## config.mk

```make
export PLATFORM = sky130hd
export DESIGN_NAME = result_fifo
export DESIGN_NICKNAME = d
export VERILOG_FILES = /design/src/rtl/result_fifo.sv
export SDC_FILE = /design/constraint.sdc
export NUM_CORES = 1
export LEC_CHECK = 0
export CAP_MARGIN = 10
export CORE_MARGIN = 2
export CORE_UTILIZATION = 60
export CTS_BUF_LIST = sky130_fd_sc_hd__clkbuf_4 sky130_fd_sc_hd__clkbuf_8
export CTS_CLUSTER_SIZE = 8
export DETAILED_ROUTE_END_ITERATION = 8
export GPL_TIMING_DRIVEN = 0
export HOLD_SLACK_MARGIN = 0.15
export PLACE_DENSITY = 0.87
export SLEW_MARGIN = 40
export SYNTH_ARGS = -nofsm -noshare
export SYNTH_HDL_FRONTEND = slang
export SYNTH_SLANG_ARGS = --single-unit
export TNS_END_PERCENT = 100
```

## constraint.sdc

```tcl
create_clock -name clock -period 4.9 [get_ports clock]
set_input_delay 0.98 -clock clock [delete_from_list [all_inputs] [get_ports clock]]
set_output_delay 0.98 -clock clock [all_outputs]
set_load 0.1 [all_outputs]
```

## src/rtl/result_fifo.sv

```systemverilog
// result_fifo
//   Buffers 5-bit results from the upstream capture/compute stage. Each rising
//   edge of valid_in is one write attempt; the block keeps running min/max
//   statistics over accepted results and offers a pop-on-request read port.
//
// Ports:
//   clock       - sole clock, rising edge
//   rst         - asynchronous active-high reset
//   result_in   - result word from upstream
//   valid_in    - upstream valid level (only its rising edge writes)
//   clr         - synchronous clear of FIFO, flags and statistics (top priority)
//   rd_en       - pop request
//   rd_data     - registered data of the last accepted pop
//   rd_valid    - one-cycle pulse marking new rd_data
//   count       - stored entries, 0..DEPTH
//   empty/full  - occupancy flags from registered count
//   overflow    - sticky: a write was dropped because the FIFO was full
//   max_val     - largest accepted result since reset/clear
//   min_val     - smallest accepted result since reset/clear
//   stats_valid - at least one result accepted since reset/clear
module result_fifo #(
  parameter int DEPTH = 4,
  localparam int AW = $clog2(DEPTH)
) (
  input  logic          clock,
  input  logic          rst,
  input  logic [4:0]    result_in,
  input  logic          valid_in,
  input  logic          clr,
  input  logic          rd_en,
  output logic [4:0]    rd_data,
  output logic          rd_valid,
  output logic [AW:0]   count,
  output logic          empty,
  output logic          full,
  output logic          overflow,
  output logic [4:0]    max_val,
  output logic [4:0]    min_val,
  output logic          stats_valid
);

  localparam logic [AW:0] FULL_COUNT = (AW+1)'(DEPTH);

  logic [4:0]    mem [DEPTH];
  logic [AW-1:0] wr_ptr;
  logic [AW-1:0] rd_ptr;
  logic          valid_d;

  logic wr_ev;
  logic pop_ok;
  logic wr_ok;
  logic wr_drop;

  assign empty = (count == '0);
  assign full  = (count == FULL_COUNT);

  assign wr_ev  = valid_in & ~valid_d;
  assign pop_ok = rd_en & ~empty & ~clr;
  // A pop in the same cycle frees a slot, so a full FIFO still accepts the write.
  assign wr_ok   = wr_ev & ~clr & (~full | pop_ok);
  assign wr_drop = wr_ev & ~clr & full & ~pop_ok;

  // Edge detector keeps tracking through clr so a level held across clr
  // does not look like a fresh rise afterwards.
  always_ff @(posedge clock or posedge rst) begin
    if (rst) valid_d <= 1'b0;
    else     valid_d <= valid_in;
  end

  // Storage has no reset; clr leaves contents untouched.
  always_ff @(posedge clock) begin
    if (wr_ok) mem[wr_ptr] <= result_in;
  end

  always_ff @(posedge clock or posedge rst) begin
    if (rst) begin
      wr_ptr   <= '0;
      rd_ptr   <= '0;
      count    <= '0;
      overflow <= 1'b0;
      rd_valid <= 1'b0;
      rd_data  <= '0;
    end else if (clr) begin
      wr_ptr   <= '0;
      rd_ptr   <= '0;
      count    <= '0;
      overflow <= 1'b0;
      rd_valid <= 1'b0;
    end else begin
      rd_valid <= pop_ok;
      if (pop_ok) begin
        rd_data <= mem[rd_ptr];
        rd_ptr  <= rd_ptr + 1'b1;
      end
      if (wr_ok) wr_ptr <= wr_ptr + 1'b1;
      if (wr_drop) overflow <= 1'b1;
      case ({wr_ok, pop_ok})
        2'b10:   count <= count + 1'b1;
        2'b01:   count <= count - 1'b1;
        default: count <= count;
      endcase
    end
  end

  always_ff @(posedge clock or posedge rst) begin
    if (rst) begin
      max_val     <= '0;
      min_val     <= '1;
      stats_valid <= 1'b0;
    end else if (clr) begin
      max_val     <= '0;
      min_val     <= '1;
      stats_valid <= 1'b0;
    end else if (wr_ok) begin
      stats_valid <= 1'b1;
      // First accepted write seeds both extremes regardless of prior values.
      if (!stats_valid || (result_in > max_val)) max_val <= result_in;
      if (!stats_valid || (result_in < min_val)) min_val <= result_in;
    end
  end

endmodule

```

M2 wires:
Bar = 20 um.
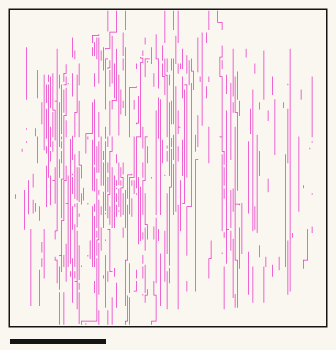
wire length on this layer = 2340 um
nets with wire on the layer = 214
via total after detailed routing: 1573
Post-Route WL: 4.56 mm
met2 GRT Util: 38.9%

Routed metal, one color a layer:
Bar = 20 um. Only two layers are drawn.
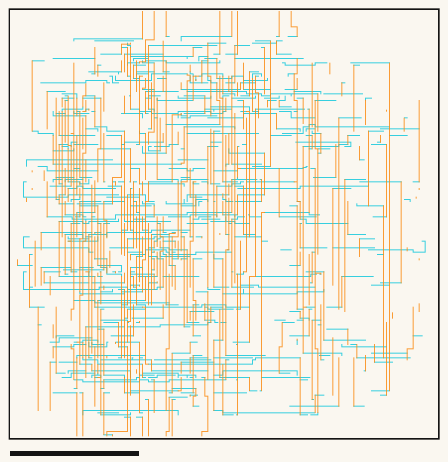
met2 -> orange  # wire length 2340 um
met1 -> cyan  # wire length 1820 um
wire per inst: 16.7 um
All-Layer GR Usage: 23.0%

M3 wires:
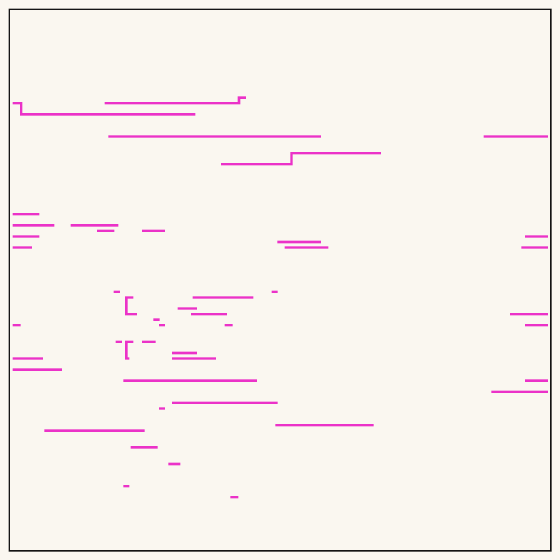
nets with wire on the layer = 34
longest straight run = 25.8 um
main direction = horizontal
wire length on this layer = 249 um
met3 Use GR: 6.81%

==> results.sh <==
# source this file to load flow results
export IMPL_logic_family="simple AND/OR/NAND/NOR gates"
export IMPL_cp_end_kind="register"
export IMPL_flow_area_growth_from_synthesis_pct=15.9
export IMPL_finalClockPeriodUsage_pct=61.1
export IMPL_p_total_uw=1140
export IMPL_sh_seq_area_pct=46.8
export IMPL_dieWidth_um=66.2
export IMPL_top_area_cell="edfxtp_1"
export IMPL_dr_pass1_iters=4
export IMPL_final_max_slew_viol_count=0
export IMPL_cts_max_level=2
export IMPL_drt_iter0_drc=67
export IMPL_synth_cellmix_compoundShare_pct=10.2
export IMPL_crit_chain="clkdlybuf4s50_1 -> nor2b_1 -> buf_6 -> nor3_1 -> fa_1 -> or4b_1 -> a21o_1 -> a31oi_1"
export IMPL_most_common_cell="dfrtp_1"
export IMPL_power_leader="sequential cells"
export IMPL_nWellTaps=48
export IMPL_grt_first_pass_wirelength_mm=7.26
export IMPL_max_clock_freq_mhz=334
export IMPL_slew_headroom_pct=53.7
export IMPL_ys_flop_type="dfrtp_1"
export IMPL_rsz0062_at_grt="false"
export IMPL_clkbuf_count=6
export IMPL_nNonClkBuffers=38
export IMPL_dpl_instance_area_sq_um=2570
export IMPL_postCtsHoldBufs=0
export IMPL_antenna_cells=0
export IMPL_critPathLaunch="valid_in"
export IMPL_place_ws_ps=1590
export IMPL_met1Wirelength_mm=1.82
export IMPL_status="finished clean"
export IMPL_final_clk_cell_share_pct=4.24
export IMPL_buf_share_pct=8.85
export IMPL_edf_count=20
export IMPL_synthArstFlopShare_pct=56.5
export IMPL_p_int_uw=679
export IMPL_post_cts_buffers=0
export IMPL_ys_sh_mux_pct=9.44
export IMPL_flop_count=46
